Run 1, cell area per tile:
Drawn at 2 px/um. The die is cut into 19 by 10 equal tiles; dark blue is low, red is high, 0 to 100% covered.
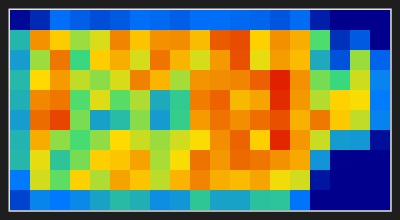
Run 1, nets reached from selected ports:
Drawn at 2 px/um.
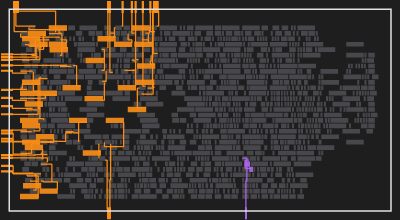
Run 1, cell placement:
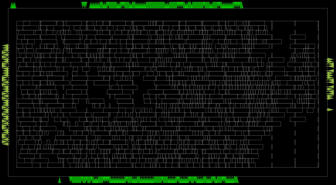
==> config.mk <==
export PLATFORM = sky130hd
export DESIGN_NAME = mips_cpu_bus_arbiter
export DESIGN_NICKNAME = d
export VERILOG_FILES = /design/src/rtl/mips_cpu_bus_pkg.sv /design/src/rtl/mips_cpu_bus_align_check.sv /design/src/rtl/mips_cpu_bus_arbiter.sv
export SDC_FILE = /design/constraint.sdc
export NUM_CORES = 1
export LEC_CHECK = 0
export ABC_AREA = 1
export CORE_ASPECT_RATIO = 0.5
export CORE_MARGIN = 5
export CORE_UTILIZATION = 45
export DETAILED_ROUTE_END_ITERATION = 12
export PLACE_DENSITY = 0.87
export SYNTH_ARGS = -nofsm -noshare
export SYNTH_HDL_FRONTEND = slang
export SYNTH_HIERARCHICAL = 1
export SYNTH_SLANG_ARGS = --single-unit
==> constraint.sdc <==
create_clock -name clk -period 3.38 [get_ports clk]
set_input_delay 0.676 -clock clk [delete_from_list [all_inputs] [get_ports clk]]
set_output_delay 0.676 -clock clk [all_outputs]
set_load 0.01 [all_outputs]
==> results.yml, run 1 <==
# flow metrics
pwr:
  p_seq_share_pct: 35.9
  sw_frac_of_total_pct: 35.71
  leakagePower_nw: 5.504
  power.switching_mw: 2.934
  p_clk_mw: 1.81
synthesis:
  synth_area_per_cell_um2: 8.204
  logic_family: "simple AND/OR/NAND/NOR gates"
  seq_area_frac_synth_pct: 53.82
  synthAdderAreaFrac_pct: 0.3427
  synth_nets: 1030
  aoi_share_pct: 5.672
cts:
  cts_sinks: 157
  cts_resized: 0
layout:
  nNonClkInverters: 88
  ff_count: 157
  seqCellArea_um2: 3930
  largest_class: "flip-flops and latches"
  num-clock-buffers: 17
worst_setup_path:
  critical_path_buf_inv_count: 6
  endpoint_kind: "register"
  critPathKind: "primary input to register"
  cpMaxStageDelayCell: "clkdlybuf4s50_1"
  cp-start-kind: "primary input"
place:
  gp_congestion: 0.8969
global_routing:
  grt_use_total_pct: 23.41
  grt_pass1_vias: 7030
  grt_pass1_wl_mm: 35.87
  grt_max_degree: 67
floorplan:
  die_w_um: 190.2
timing:
  fin_skew_ps: 12.02
  rsz0062_at_grt: "false"
  tns_ps: 0
routing:
  wirelength_mm: 22.24
  vias: 6916
flow_run:
  timing.max_cap.violations: 0
status:
  status: "completed"
Notes on 'cell area per tile' above:
7.9% of the tiles are nearly empty. The mean over all tiles is 56%. The densest ninth of the die: middle.
core area: 15660 um^2
floorplan utilization: 46.64%
final core occ: 69.40%

Notes on 'nets reached from selected ports' above:
Key: d_rdata = orange [bits 32, direction output, edge 17 left, 13 top, 2 bottom, end cells 32, wire 1140 um]; i_req = purple [bits 1, direction input, edge bottom, end cells 3, wire 39.7 um]
number of I/O pins: 276
Port-buffer cells: 275

Notes on 'cell placement' above:
placement row count: 32
fraction of area in registers: 36.17%
Layout fillers: 1190
fin cells: 1395
Well Taps: 221

[run 1: Yosys cell counts]
master / number
a21oi_1: 7
nor2_1: 60
inv_1: 78
nand3_1: 44
or2_2: 4
nor2_4: 2
a21oi_2: 1
inv_2: 9
nor3_1: 1
nor2_2: 3
o21ai_1: 42
mux2_2: 28
o22ai_1: 2
dfstp_2: 1
dfrtp_1: 156
nor3_4: 2
nand4_1: 11
mux2_1: 4
nand2_2: 4
o21bai_1: 3
ha_1: 2
clkbuf_1: 12
o21ai_0: 25
buf_2: 20
xor2_1: 7
nand2_1: 351
buf_4: 10
clkinv_1: 1
[run 1: worst register-to-register path, stage by stage, from the launching register on]
cell,delay (ps)
dfstp_2,580
inv_2,60
a21oi_2,360
inv_2,120
nand2_1,80
nand2_1,90
nor2_2,110
nand2_1,50
nand2_1,50
nand2_1,50
nor2_1,290
inv_2,80
nor3_4,260
buf_4,210
o21ai_0,100
o21ai_1,130
nand2_1,70
inv_1,70
[run 1: cell families (layout without fill, tap and decap cells)]
kind of cell    Yosys count  count (layout)
flops                   157             157
compound gates           80              80
simple gates            482             482
xor+xnor                  7               7
fa+ha+maj                 2               2
buf+inv                 130             414
mux                      32              32
[run 1: layer usage]
| layer | wire [um] | track usage (%) | up-vias |
|---|---|---|---|
| met2 | 11390 | 41.11 | 232 |
| met1 | 8659 | 27.52 | 3303 |
| met3 | 1177 | 5.212 | 68 |
| li1 | - | - | 3313 |
| met4 | 1017 | 11.58 | 0 |
| met5 | 0 | 0 | - |
[run 1: stage by stage]
stage	setup WS (ps)	utilization, %	total power, mW	std cells
final	376.9	69.40	8.217	1395
after global routing	173.5	69.40	8.745	1395
after CTS	465.1	69.40	8.303	1395
after detailed placement	80.59	65.86	6.448	1363
after global placement	186.8	65.86	6.315	1363
after floorplan	738.9	-	4.475	890
==> inputs of run 2 (changes only) <==
--- a/config.mk
+++ b/config.mk
@@ -9,6 +9,7 @@
 export CORE_ASPECT_RATIO = 0.5
 export CORE_MARGIN = 5
 export CORE_UTILIZATION = 45
+export CTS_CLUSTER_DIAMETER = 50
 export DETAILED_ROUTE_END_ITERATION = 12
 export PLACE_DENSITY = 0.87
 export SYNTH_ARGS = -nofsm -noshare
Run 2, cell placement:
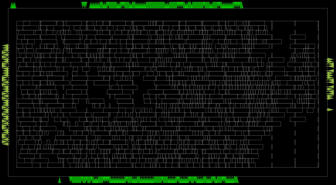
FFs & Latches: 157

==> run 2 against run 1 <==
Register-to-register slack barely moved. Core utilization did not move. Combinational power barely moved. Wire length did not move. Hold slack did not move. Area after synthesis did not move. Worst setup slack did not move. Critical path depth did not move. Critical endpoint unchanged. Largest cell class unchanged. Largest power group unchanged.
==> results.yml, run 2 <==
# flow metrics
cts:
  cts_setup_buffers: 0
  clk_pin_slew_ps: 60
  cts_resized: 0
  cts_sinks: 157
  cts_tree: "done"
  htree_num_levels: 4
floorplan:
  core.rowCount: 32
  coreArea_um2: 15660
  fp-utilization_pct: 46.64
  die_w_um: 190.2
  pin_count: 276
global_routing:
  grt_max_degree: 67
  grt_use_total_pct: 23.41
  grt_pass1_wl_mm: 35.87
  grt_pass1_vias: 7030
routing:
  wirelength_mm: 22.24
  vias: 6916
  drt_iter0_drc: 469
  wire_per_inst_um: 15.94
  avgViaCountPerCell: 4.958
pwr:
  sw_frac_of_total_pct: 35.71
  internal-power_mw: 5.283
  powerDensity_nw_per_um2: 756.3
  p_total_mw: 8.217
  p_seq_share_pct: 35.9
  leakagePower_nw: 5.504
  p_comb_share_pct: 42.1
  power.switching_mw: 2.934
place:
  place_ws_ps: 80.59
  gp_congestion: 0.8969
  portBuffers: 275
timing:
  tns_ps: 0
  worst_pin_slew_ps: 736.0
  min_period_ps: 3003
  fin_skew_ps: 12.02
  rsz0062_at_grt: "false"
  drv_slew: 0
layout:
  most-common-layout-cells: "nand2_1 (351), clkdlybuf4s50_1 (274), dfrtp_1 (156)"
  n_fill_cell: 1190
synthesis:
  edf_count: 0
  synth.most_common_cell: "nand2_1"
  synth_nets: 1030
  synth_area_per_cell_um2: 8.204
  flop_cell: "dfrtp_1"
  seq_area_frac_synth_pct: 53.82
  yosys_cells: 890
  synthArstFlopShare_pct: 100.0
  synthTopCellsByCount: "nand2_1 (351), dfrtp_1 (156), inv_1 (78), nor2_1 (60), nand3_1 (44)"
worst_setup_path:
  cp-start-kind: "primary input"
  rr_worst_depth: 17
  endpoint_kind: "register"
  critPathKind: "primary input to register"
  r2r_slack_ps: 550
flow_run:
  timing.max_cap.violations: 0
min_path:
  hp-class: "primary input to asynchronous set/reset pin"
status:
  status: "completed"
Run 2, cell sizes after repair:
Drawn at 2 px/um.
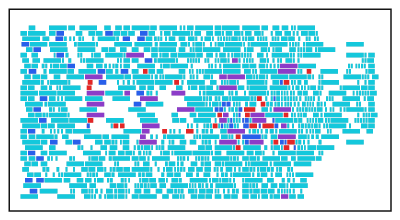
Key: _3 and _4 cells = red [cells 25, share 2.1%]; _0 and _1 cells = cyan [cells 1068, share 91%]; _6 and larger = purple [cells 30, share 2.6%]; _2 cells = blue [cells 51, share 4.3%]
layout overhead on the synthesized area: 48.78%
setup slack after layout: 376.9 ps
Non-clk bufs: 294
cell area after layout: 10860 um^2

-- run 2: cell counts after synthesis --
No cell type changed its count.
-- run 2: cell type report --
type                       instances  area, um^2  area share (%)
clock buffer                      17       425.4           3.916
clock inverter                    15       128.9           1.186
multi-input combinational        603        2826           26.02
timing repair buffer             294        2947           27.12
inverter                          88       330.3           3.040
sequential                       157        3930           36.17
tap                              221       276.5           2.545
-- run 2: critical path, cell delays in order --
cell and delay (ps):
clkdlybuf4s50_1 500, inv_1 70, a21oi_2 330, inv_2 120, nand2_1 80, nand2_1 90
nor2_2 110, nand2_1 50, nand2_1 50, nand2_1 50, nor2_1 290, inv_2 80
nor3_4 260, buf_4 210, o21ai_0 100, o21ai_1 130, nand2_1 70, inv_1 70
-- run 2: metal layers --
layer,track usage (%),vias to the layer above,wire [um],share of wire [%]
met5,0,-,0,0
met4,11.58,0,1017,4.6
met3,5.212,68,1177,5.3
met2,41.11,232,11390,51
met1,27.52,3303,8659,39
li1,-,3313,-,-
-- run 2: logic make-up after synthesis --
logic type	after synthesis	share of synthesized area [%]
fa+ha+maj	2	0.3426
xor+xnor	7	0.8396
mux	32	4.935
simple gates	482	26.85
buf+inv	130	7.539
compound gates	80	5.672
flops	157	53.82
-- run 2: power groups by stage --
stage | logic (mW) | clock network [mW] | registers (mW)
after detailed placement | 3.48 | 0 | 2.97
final | 3.46 | 1.81 | 2.95
after global placement | 3.38 | 0 | 2.93
after global routing | 3.78 | 1.93 | 3.04
after CTS | 3.50 | 1.85 | 2.95
after floorplan | 1.27 | 0 | 3.21
-- run 2: through the flow --
step                util (%)  std cells  instance area, um^2
floorplan                  -        890                 7302
global placement       65.86       1363                10310
detailed placement     65.86       1363                10310
CTS                    69.40       1395                10860
global route           69.40       1395                10860
finish                 69.40       1395                10860
Power figures rest on the tool's default switching activity, not on a simulated workload.
